File: config.mk
export PLATFORM = sky130hd
export DESIGN_NAME = multicycle_control_fsm_flat
export DESIGN_NICKNAME = d
export VERILOG_FILES = /design/src/rtl/mips_ctrl_pkg.sv /design/src/rtl/multicycle_control_fsm_if.sv /design/src/rtl/mem_wait_timer.sv /design/src/rtl/multicycle_control_fsm.sv /design/src/flat_wrapper.sv
export SDC_FILE = /design/constraint.sdc
export NUM_CORES = 1
export LEC_CHECK = 0
export CORE_UTILIZATION = 55
export DETAILED_ROUTE_END_ITERATION = 16
export GPL_TIMING_DRIVEN = 0
export PLACE_DENSITY_LB_ADDON = 0.25
export SLEW_MARGIN = 0
export SYNTH_ARGS = -nofsm -noshare
export SYNTH_HDL_FRONTEND = slang
export SYNTH_SLANG_ARGS = --single-unit
File: constraint.sdc
create_clock -name clk -period 4.4 [get_ports clk]
set_input_delay 0.88 -clock clk [delete_from_list [all_inputs] [get_ports clk]]
set_output_delay 0.88 -clock clk [all_outputs]
set_load 0.01 [all_outputs]
File: src/rtl/mips_ctrl_pkg.sv
// Shared encodings for the multi-cycle MIPS control sequencer: opcodes, mux selects,
// the sequencer state set and the per-state control word decode.
package mips_ctrl_pkg;

  localparam logic [5:0] OP_RTYPE = 6'd0;
  localparam logic [5:0] OP_J     = 6'd2;
  localparam logic [5:0] OP_BEQ   = 6'd4;
  localparam logic [5:0] OP_ADDI  = 6'd8;
  localparam logic [5:0] OP_LW    = 6'd35;
  localparam logic [5:0] OP_SW    = 6'd43;

  localparam logic [1:0] ALUOP_ADD   = 2'b00;
  localparam logic [1:0] ALUOP_SUB   = 2'b01;
  localparam logic [1:0] ALUOP_FUNCT = 2'b10;

  localparam logic [1:0] ALUSRCB_RT      = 2'b00;
  localparam logic [1:0] ALUSRCB_FOUR    = 2'b01;
  localparam logic [1:0] ALUSRCB_IMM     = 2'b10;
  localparam logic [1:0] ALUSRCB_IMM_SH2 = 2'b11;

  localparam logic [1:0] PCSRC_ALU    = 2'b00;
  localparam logic [1:0] PCSRC_ALUOUT = 2'b01;
  localparam logic [1:0] PCSRC_JUMP   = 2'b10;

  typedef enum logic [3:0] {
    IDLE,
    FETCH,
    DECODE,
    EXEC_R,
    R_WB,
    EXEC_I,
    I_WB,
    MEM_ADDR,
    MEM_RD,
    LW_WB,
    MEM_WR,
    BRANCH,
    JUMP,
    FAULT
  } fsmState_t;

  // Pure state-decoded (Moore) part of the control word; the mem_ready/opCode
  // qualified strobes are added on top of this in the sequencer.
  typedef struct packed {
    logic       pcWrite;
    logic       pcWriteCond;
    logic       iorD;
    logic       memRead;
    logic       memWrite;
    logic       regDst;
    logic       memToReg;
    logic       regWrite;
    logic       aluSrcA;
    logic [1:0] aluSrcB;
    logic [1:0] aluOp;
    logic [1:0] pcSource;
    logic       instrDone;
    logic       fault;
  } ctrlWord_t;

  function automatic logic isLegalOp(logic [5:0] op);
    return (op == OP_RTYPE) || (op == OP_J) || (op == OP_BEQ) ||
           (op == OP_ADDI) || (op == OP_LW) || (op == OP_SW);
  endfunction

  function automatic logic isWaitState(fsmState_t s);
    return (s == FETCH) || (s == MEM_RD) || (s == MEM_WR);
  endfunction

  function automatic ctrlWord_t ctrlFor(fsmState_t s);
    ctrlWord_t c;
    c = '0;
    case (s)
      FETCH: begin
        c.memRead  = 1'b1;
        c.iorD     = 1'b0;
        c.aluSrcA  = 1'b0;
        c.aluSrcB  = ALUSRCB_FOUR;
        c.aluOp    = ALUOP_ADD;
        c.pcSource = PCSRC_ALU;
      end
      DECODE: begin
        c.aluSrcA = 1'b0;
        c.aluSrcB = ALUSRCB_IMM_SH2;
        c.aluOp   = ALUOP_ADD;
      end
      EXEC_R: begin
        c.aluSrcA = 1'b1;
        c.aluSrcB = ALUSRCB_RT;
        c.aluOp   = ALUOP_FUNCT;
      end
      R_WB: begin
        c.regDst    = 1'b1;
        c.regWrite  = 1'b1;
        c.instrDone = 1'b1;
      end
      EXEC_I, MEM_ADDR: begin
        c.aluSrcA = 1'b1;
        c.aluSrcB = ALUSRCB_IMM;
        c.aluOp   = ALUOP_ADD;
      end
      I_WB: begin
        c.regWrite  = 1'b1;
        c.instrDone = 1'b1;
      end
      MEM_RD: begin
        c.memRead = 1'b1;
        c.iorD    = 1'b1;
      end
      LW_WB: begin
        c.memToReg  = 1'b1;
        c.regWrite  = 1'b1;
        c.instrDone = 1'b1;
      end
      MEM_WR: begin
        c.memWrite = 1'b1;
        c.iorD     = 1'b1;
      end
      BRANCH: begin
        c.aluSrcA     = 1'b1;
        c.aluSrcB     = ALUSRCB_RT;
        c.aluOp       = ALUOP_SUB;
        c.pcSource    = PCSRC_ALUOUT;
        c.pcWriteCond = 1'b1;
        c.instrDone   = 1'b1;
      end
      JUMP: begin
        c.pcSource  = PCSRC_JUMP;
        c.pcWrite   = 1'b1;
        c.instrDone = 1'b1;
      end
      FAULT: c.fault = 1'b1;
      default: ;
    endcase
    return c;
  endfunction

endpackage

File: src/rtl/multicycle_control_fsm_if.sv
// Control/status bundle between the multi-cycle sequencer (master) and the datapath (slave).
interface multicycle_control_fsm_if;

  logic       run;
  logic [5:0] opCode;
  logic       zero;
  logic       mem_ready;

  logic       pcWrite;
  logic       pcWriteCond;
  logic       iorD;
  logic       memRead;
  logic       memWrite;
  logic       irWrite;
  logic       regDst;
  logic       memToReg;
  logic       regWrite;
  logic       aluSrcA;
  logic [1:0] aluSrcB;
  logic [1:0] aluOp;
  logic [1:0] pcSource;
  logic       instr_done;
  logic       illegal_op;
  logic       fault;

  modport master (
    input  run, opCode, zero, mem_ready,
    output pcWrite, pcWriteCond, iorD, memRead, memWrite, irWrite,
           regDst, memToReg, regWrite, aluSrcA, aluSrcB, aluOp, pcSource,
           instr_done, illegal_op, fault
  );

  modport slave (
    output run, opCode, zero, mem_ready,
    input  pcWrite, pcWriteCond, iorD, memRead, memWrite, irWrite,
           regDst, memToReg, regWrite, aluSrcA, aluSrcB, aluOp, pcSource,
           instr_done, illegal_op, fault
  );

endinterface

File: src/rtl/mem_wait_timer.sv
// Counts idle cycles of a pending memory access; expired flags the cycle whose
// miss would bring the count up to limit.
module mem_wait_timer #(
  parameter int TW = 8
) (
  input  logic          clk,
  input  logic          clear,
  input  logic          tick,
  input  logic [TW-1:0] limit,
  output logic          expired
);

  logic [TW-1:0] count;
  logic [TW:0]   countNext;

  // One extra bit so the compare cannot wrap when limit sits at the top of the range.
  assign countNext = {1'b0, count} + {{TW{1'b0}}, 1'b1};
  assign expired   = tick && (countNext >= {1'b0, limit});

  always_ff @(posedge clk) begin
    if (clear) begin
      count <= '0;
    end else if (tick) begin
      count <= countNext[TW-1:0];
    end
  end

endmodule

File: src/rtl/multicycle_control_fsm.sv
// Moore sequencer for the multi-cycle MIPS datapath: fetch/decode/execute/memory/writeback
// with a bounded wait on the memory ready handshake and a sticky timeout fault.
module multicycle_control_fsm
  import mips_ctrl_pkg::*;
#(
  parameter int MEM_TIMEOUT = 15,
  parameter int TW          = 8
) (
  input logic                      clk,
  input logic                      rst_n,
  multicycle_control_fsm_if.master ctrl
);

  localparam logic [TW-1:0] TIMEOUT_LIMIT = TW'(MEM_TIMEOUT);

  fsmState_t state;
  fsmState_t stateNext;
  ctrlWord_t ctrlQ;

  logic inWait;
  logic waitTick;
  logic waitClear;
  logic waitExpired;
  logic fetchDone;
  logic storeDone;
  logic unusedZero;

  // zero is consumed by the datapath through pcWriteCond, not by the sequencer.
  assign unusedZero = ctrl.zero;

  assign inWait    = isWaitState(state);
  assign waitTick  = inWait && !ctrl.mem_ready;
  assign waitClear = !rst_n || !inWait || (stateNext != state);

  mem_wait_timer #(
    .TW(TW)
  ) uWaitTimer (
    .clk    (clk),
    .clear  (waitClear),
    .tick   (waitTick),
    .limit  (TIMEOUT_LIMIT),
    .expired(waitExpired)
  );

  always_comb begin
    stateNext = state;
    case (state)
      IDLE:     if (ctrl.run) stateNext = FETCH;
      FETCH: begin
        if (ctrl.mem_ready)   stateNext = DECODE;
        else if (waitExpired) stateNext = FAULT;
      end
      DECODE: begin
        case (ctrl.opCode)
          OP_RTYPE:     stateNext = EXEC_R;
          OP_LW, OP_SW: stateNext = MEM_ADDR;
          OP_ADDI:      stateNext = EXEC_I;
          OP_BEQ:       stateNext = BRANCH;
          OP_J:         stateNext = JUMP;
          default:      stateNext = FETCH;
        endcase
      end
      EXEC_R:   stateNext = R_WB;
      R_WB:     stateNext = FETCH;
      EXEC_I:   stateNext = I_WB;
      I_WB:     stateNext = FETCH;
      MEM_ADDR: stateNext = (ctrl.opCode == OP_LW) ? MEM_RD : MEM_WR;
      MEM_RD: begin
        if (ctrl.mem_ready)   stateNext = LW_WB;
        else if (waitExpired) stateNext = FAULT;
      end
      LW_WB:    stateNext = FETCH;
      MEM_WR: begin
        if (ctrl.mem_ready)   stateNext = FETCH;
        else if (waitExpired) stateNext = FAULT;
      end
      BRANCH:   stateNext = FETCH;
      JUMP:     stateNext = FETCH;
      FAULT:    stateNext = FAULT;
      default:  stateNext = IDLE;
    endcase
  end

  // Control word is decoded from the next state so every Moore output comes straight off a flop.
  always_ff @(posedge clk) begin
    if (!rst_n) begin
      state <= IDLE;
      ctrlQ <= '0;
    end else begin
      state <= stateNext;
      ctrlQ <= ctrlFor(stateNext);
    end
  end

  // Strobes that fire only on the cycle the memory completes, or on a bad opcode.
  assign fetchDone = (state == FETCH) && ctrl.mem_ready;
  assign storeDone = (state == MEM_WR) && ctrl.mem_ready;

  assign ctrl.irWrite     = fetchDone;
  assign ctrl.pcWrite     = ctrlQ.pcWrite || fetchDone;
  assign ctrl.instr_done  = ctrlQ.instrDone || storeDone;
  assign ctrl.illegal_op  = (state == DECODE) && !isLegalOp(ctrl.opCode);

  assign ctrl.pcWriteCond = ctrlQ.pcWriteCond;
  assign ctrl.iorD        = ctrlQ.iorD;
  assign ctrl.memRead     = ctrlQ.memRead;
  assign ctrl.memWrite    = ctrlQ.memWrite;
  assign ctrl.regDst      = ctrlQ.regDst;
  assign ctrl.memToReg    = ctrlQ.memToReg;
  assign ctrl.regWrite    = ctrlQ.regWrite;
  assign ctrl.aluSrcA     = ctrlQ.aluSrcA;
  assign ctrl.aluSrcB     = ctrlQ.aluSrcB;
  assign ctrl.aluOp       = ctrlQ.aluOp;
  assign ctrl.pcSource    = ctrlQ.pcSource;
  assign ctrl.fault       = ctrlQ.fault;

endmodule

File: src/flat_wrapper.sv
// flat-port wrapper written by rule: the top's interface ports become plain ports
module multicycle_control_fsm_flat import mips_ctrl_pkg::*;
#(
  parameter int MEM_TIMEOUT = 15,
  parameter int TW          = 8
)
  (clk, rst_n, ctrl_run, ctrl_opCode, ctrl_zero, ctrl_mem_ready, ctrl_pcWrite, ctrl_pcWriteCond, ctrl_iorD, ctrl_memRead, ctrl_memWrite, ctrl_irWrite, ctrl_regDst, ctrl_memToReg, ctrl_regWrite, ctrl_aluSrcA, ctrl_aluSrcB, ctrl_aluOp, ctrl_pcSource, ctrl_instr_done, ctrl_illegal_op, ctrl_fault);
  multicycle_control_fsm_if ctrl_i ();
  input logic clk;
  input logic rst_n;
  input wire logic [$bits(ctrl_i.run)-1:0] ctrl_run;
  input wire logic [$bits(ctrl_i.opCode)-1:0] ctrl_opCode;
  input wire logic [$bits(ctrl_i.zero)-1:0] ctrl_zero;
  input wire logic [$bits(ctrl_i.mem_ready)-1:0] ctrl_mem_ready;
  output wire logic [$bits(ctrl_i.pcWrite)-1:0] ctrl_pcWrite;
  output wire logic [$bits(ctrl_i.pcWriteCond)-1:0] ctrl_pcWriteCond;
  output wire logic [$bits(ctrl_i.iorD)-1:0] ctrl_iorD;
  output wire logic [$bits(ctrl_i.memRead)-1:0] ctrl_memRead;
  output wire logic [$bits(ctrl_i.memWrite)-1:0] ctrl_memWrite;
  output wire logic [$bits(ctrl_i.irWrite)-1:0] ctrl_irWrite;
  output wire logic [$bits(ctrl_i.regDst)-1:0] ctrl_regDst;
  output wire logic [$bits(ctrl_i.memToReg)-1:0] ctrl_memToReg;
  output wire logic [$bits(ctrl_i.regWrite)-1:0] ctrl_regWrite;
  output wire logic [$bits(ctrl_i.aluSrcA)-1:0] ctrl_aluSrcA;
  output wire logic [$bits(ctrl_i.aluSrcB)-1:0] ctrl_aluSrcB;
  output wire logic [$bits(ctrl_i.aluOp)-1:0] ctrl_aluOp;
  output wire logic [$bits(ctrl_i.pcSource)-1:0] ctrl_pcSource;
  output wire logic [$bits(ctrl_i.instr_done)-1:0] ctrl_instr_done;
  output wire logic [$bits(ctrl_i.illegal_op)-1:0] ctrl_illegal_op;
  output wire logic [$bits(ctrl_i.fault)-1:0] ctrl_fault;
  assign ctrl_i.run = ctrl_run;
  assign ctrl_i.opCode = ctrl_opCode;
  assign ctrl_i.zero = ctrl_zero;
  assign ctrl_i.mem_ready = ctrl_mem_ready;
  assign ctrl_pcWrite = ctrl_i.pcWrite;
  assign ctrl_pcWriteCond = ctrl_i.pcWriteCond;
  assign ctrl_iorD = ctrl_i.iorD;
  assign ctrl_memRead = ctrl_i.memRead;
  assign ctrl_memWrite = ctrl_i.memWrite;
  assign ctrl_irWrite = ctrl_i.irWrite;
  assign ctrl_regDst = ctrl_i.regDst;
  assign ctrl_memToReg = ctrl_i.memToReg;
  assign ctrl_regWrite = ctrl_i.regWrite;
  assign ctrl_aluSrcA = ctrl_i.aluSrcA;
  assign ctrl_aluSrcB = ctrl_i.aluSrcB;
  assign ctrl_aluOp = ctrl_i.aluOp;
  assign ctrl_pcSource = ctrl_i.pcSource;
  assign ctrl_instr_done = ctrl_i.instr_done;
  assign ctrl_illegal_op = ctrl_i.illegal_op;
  assign ctrl_fault = ctrl_i.fault;
  multicycle_control_fsm #(.MEM_TIMEOUT(MEM_TIMEOUT), .TW(TW)) u_core (.clk(clk), .rst_n(rst_n), .ctrl(ctrl_i));
endmodule
==> summary.txt <==
Numbers from the implementation run.

The flow ran to the end, and the final reports show no timing, DRC or antenna violations. According to the I/O placement log, the pin count is 30. Headroom to the max-slew limit came out at 65.2%. The part of the power in the clock network is 11.2%. Sequential elements use 36.8% of the synthesized area. The stage logs contain a warning count of 28. The clock tree from TritonCTS is yes.

The and-or/or-and share of the synthesized area is 20.0%. TritonCTS created 3 clock buffers. The startpoint of the worst setup timing path is ctrl_opCode[3]. The required time reported for the critical path endpoint is 3.52 ns. The placed instance count is 209. The first-pass GRT wire length is 4.86 mm. Per STA, the worst path is made up of clkdlybuf4s50_1, a2111o_1, a21oi_1, a2111oi_0, clkdlybuf4s50_1. Summing the areas of all and, or, nand and nor instances in the mapped netlist gives 28.0% of the synthesized area. Routing resource usage on met1 recorded by global route was 26.2%. The critical path buffer and inverter count is 2. Setup slack on the worst path after placement came out at 0.793 ns. The number of clock sinks is 28.

The highest-delay cell along the critical path is sky130_fd_sc_hd__clkdlybuf4s50_1. The number of flops mapped to enable cells by yosys is 0. The post-synthesis instance area is 0.00152 mm^2. The terminus of the critical flop-to-flop path is u_core.ctrl.regWrite$_SDFF_PN0_. The register containing the most flip-flops in the final layout is u_core.uWaitTimer.count. The peak-usage layer in the global routing report is met2. The worst min-delay path category is reg2reg. The register-to-register setup slack is 2.19 ns.

The worst reg2reg path depth is 7. Summed over all combinational cells, the power is 0.475 mW. Looking at the clock tree report, the root buffer type is sky130_fd_sc_hd__clkbuf_4. In this design, the stage delay of the slowest critical-path cell is 0.62 ns. Per the breakdown, switching nets consume 37.5% of all power. The maximum frequency from static timing analysis is 0.275 GHz. The proportion of synthesized area in mux cells is 0.658%. Routability-driven placement finished with a final weighted congestion of 0.795. Per the CTS log, the buffer count on the longest clock path is 2. The number of hold violations in the final report is 0. The synthesis report lists the most area-consuming cells as sky130_fd_sc_hd__dfxtp_1, sky130_fd_sc_hd__buf_4, sky130_fd_sc_hd__nor3_2. The global-route usage over all layers is 22.4%.

Per the OpenROAD floorplan log, the area of the core is 0.00254 mm^2. The beginning of the worst hold path is u_core.uWaitTimer.count[0]$_SDFFE_PP0P_. The count of maximum capacitance violations is 0. The flow reports that combinational logic draws 54.0% of the design power. The leakage dissipation is 0.702 nW. Measured along the y axis, the die boundary spans 54.6 um. After legalization and detailed placement, the total HPWL measured 2.36 mm. For this run, global-route usage on met2 was measured as 41.8%. After synthesis the netlist holds a flip-flop and latch count of 28. Grouping non-sequential cells by family puts the most area in simple AND/OR/NAND/NOR gates. Averaged over all synthesized cells, the footprint is 10.1 um^2. The initial antenna violation count is 0. On the critical path the largest part of the delay comes from buffers and inverters. The dominant power group in this design is combinational cells. The most numerous cell on the critical path is sky130_fd_sc_hd__clkdlybuf4s50_1. The power of the clock network is 0.0986 mW. The worst setup path is captured at a primary output.

For the pin with the worst max-slew slack, the measured transition is 0.522 ns. The final layout net count is 197. The number of global-route vias before repair is 1157.

The fraction of the core area covered by cells at the end of the flow is 72.8%. The maximum vdd ir drop is 0.506 mV. The setup path with the least slack is of type in2out. Signal routing reaches up to met4.

After routing, the total negative slack on setup checks comes to 0 ns. CTS built an H-tree with a depth of 1. After layout, the worst setup slack is 0.760 ns.

The post-CTS hold buffer count recorded in the log is 0. The number of flip-flops in the largest register is 8. The skew report gives the latency at the later pin of the worst-skew pair as 0.31 ns.

The area reported by Yosys stat is 0.00152 mm^2. Per the final report, max-transition violations number 0. The row count is 18.

The largest registers in the layout are u_core.uWaitTimer.count (8), u_core.state (4). In this run the power spent charging and discharging nets is 0.330 mW. The worst hold path terminates at u_core.uWaitTimer.count[0]$_SDFFE_PP0P_. The total cells reported by yosys after synthesis is 150. The cell-mix breakdown from Yosys lists the XOR/XNOR area share as 3.45%. The die is 54.6 um wide. The worst register-to-register path begins at u_core.uWaitTimer.count[0]$_SDFFE_PP0P_. In this run the layout overhead on the synthesized area is reported as 21.8%. The fraction of registers with async set or reset after synthesis is 0%.

The final layout contains routed wiring with a total length of 3.06 mm. In the final run the clock tree shows a worst skew of 0.00471 ns. The sequential fraction of design power is 34.8%. Buffers placed on the I/O ports in this run total 26. The met2 routed wirelength is 1.57 mm.
## cell type report
| cell class | count | area [um^2] |
|---|---|---|
| plain buffers | 15 | 121 |
| clock buffers | 3 | 22.5 |
| fillers | 195 | 692 |
| inverters | 5 | 18.8 |
| multi-input cells | 105 | 832 |
| flip-flops and latches | 28 | 561 |
| well taps | 30 | 37.5 |
| repair buffers | 26 | 260 |
## cells by family after synthesis
logic type,count (synthesis)
xor gates and xnor gates,6
AOI/OAI and AO/OA,32
DFF,28
other,1
buffers and inverters,20
and+or+nand+nor,60
adders and majority gates,2
muxes,1
## through the flow
stage                     total power, mW  cell area, um^2  hold slack (ns)
after global routing                0.929             1850            0.574
after CTS                           0.885             1850            0.531
final                               0.879             1850            0.524
after detailed placement            0.786             1830            0.500
after global placement              0.765             1830            0.480
after floorplan                     0.650             1530            0.461
## cell usage in the layout, fill, tap and decap left out, types with 3 or more instances in the layout
cell type | synthesis | layout
sky130_fd_sc_hd__dfxtp_1 | 28 | 28
sky130_fd_sc_hd__clkdlybuf4s50_1 | 0 | 26
sky130_fd_sc_hd__buf_4 | 9 | 9
sky130_fd_sc_hd__nor3_1 | 7 | 7
sky130_fd_sc_hd__nor2_1 | 7 | 7
sky130_fd_sc_hd__nand2_1 | 6 | 6
sky130_fd_sc_hd__nor3_2 | 6 | 6
sky130_fd_sc_hd__inv_1 | 5 | 5
sky130_fd_sc_hd__xor2_1 | 5 | 5
sky130_fd_sc_hd__buf_6 | 4 | 4
sky130_fd_sc_hd__nor2b_1 | 4 | 4
sky130_fd_sc_hd__nand3_1 | 4 | 4
sky130_fd_sc_hd__conb_1 | 1 | 4
sky130_fd_sc_hd__a21oi_1 | 3 | 3
sky130_fd_sc_hd__and2_1 | 3 | 3
sky130_fd_sc_hd__clkbuf_4 | 0 | 3
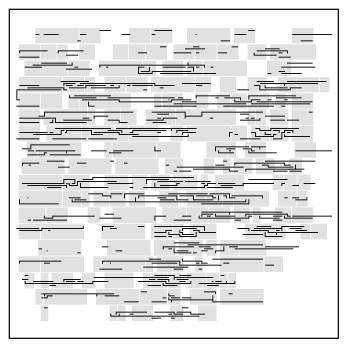
met1.png
Drawn at 6 px/um.
wire length on this layer	1370 um
nets with wire on the layer	176
share of all routed wire	45%
longest straight run	29.0 um
main direction	horizontal

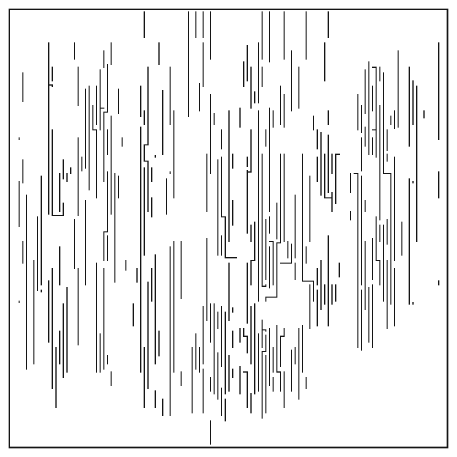
met2.png
Drawn at 8 px/um.
nets with wire on the layer	163
share of all routed wire	51%
wire length on this layer	1570 um

Power figures rest on the tool's default switching activity, not on a simulated workload.
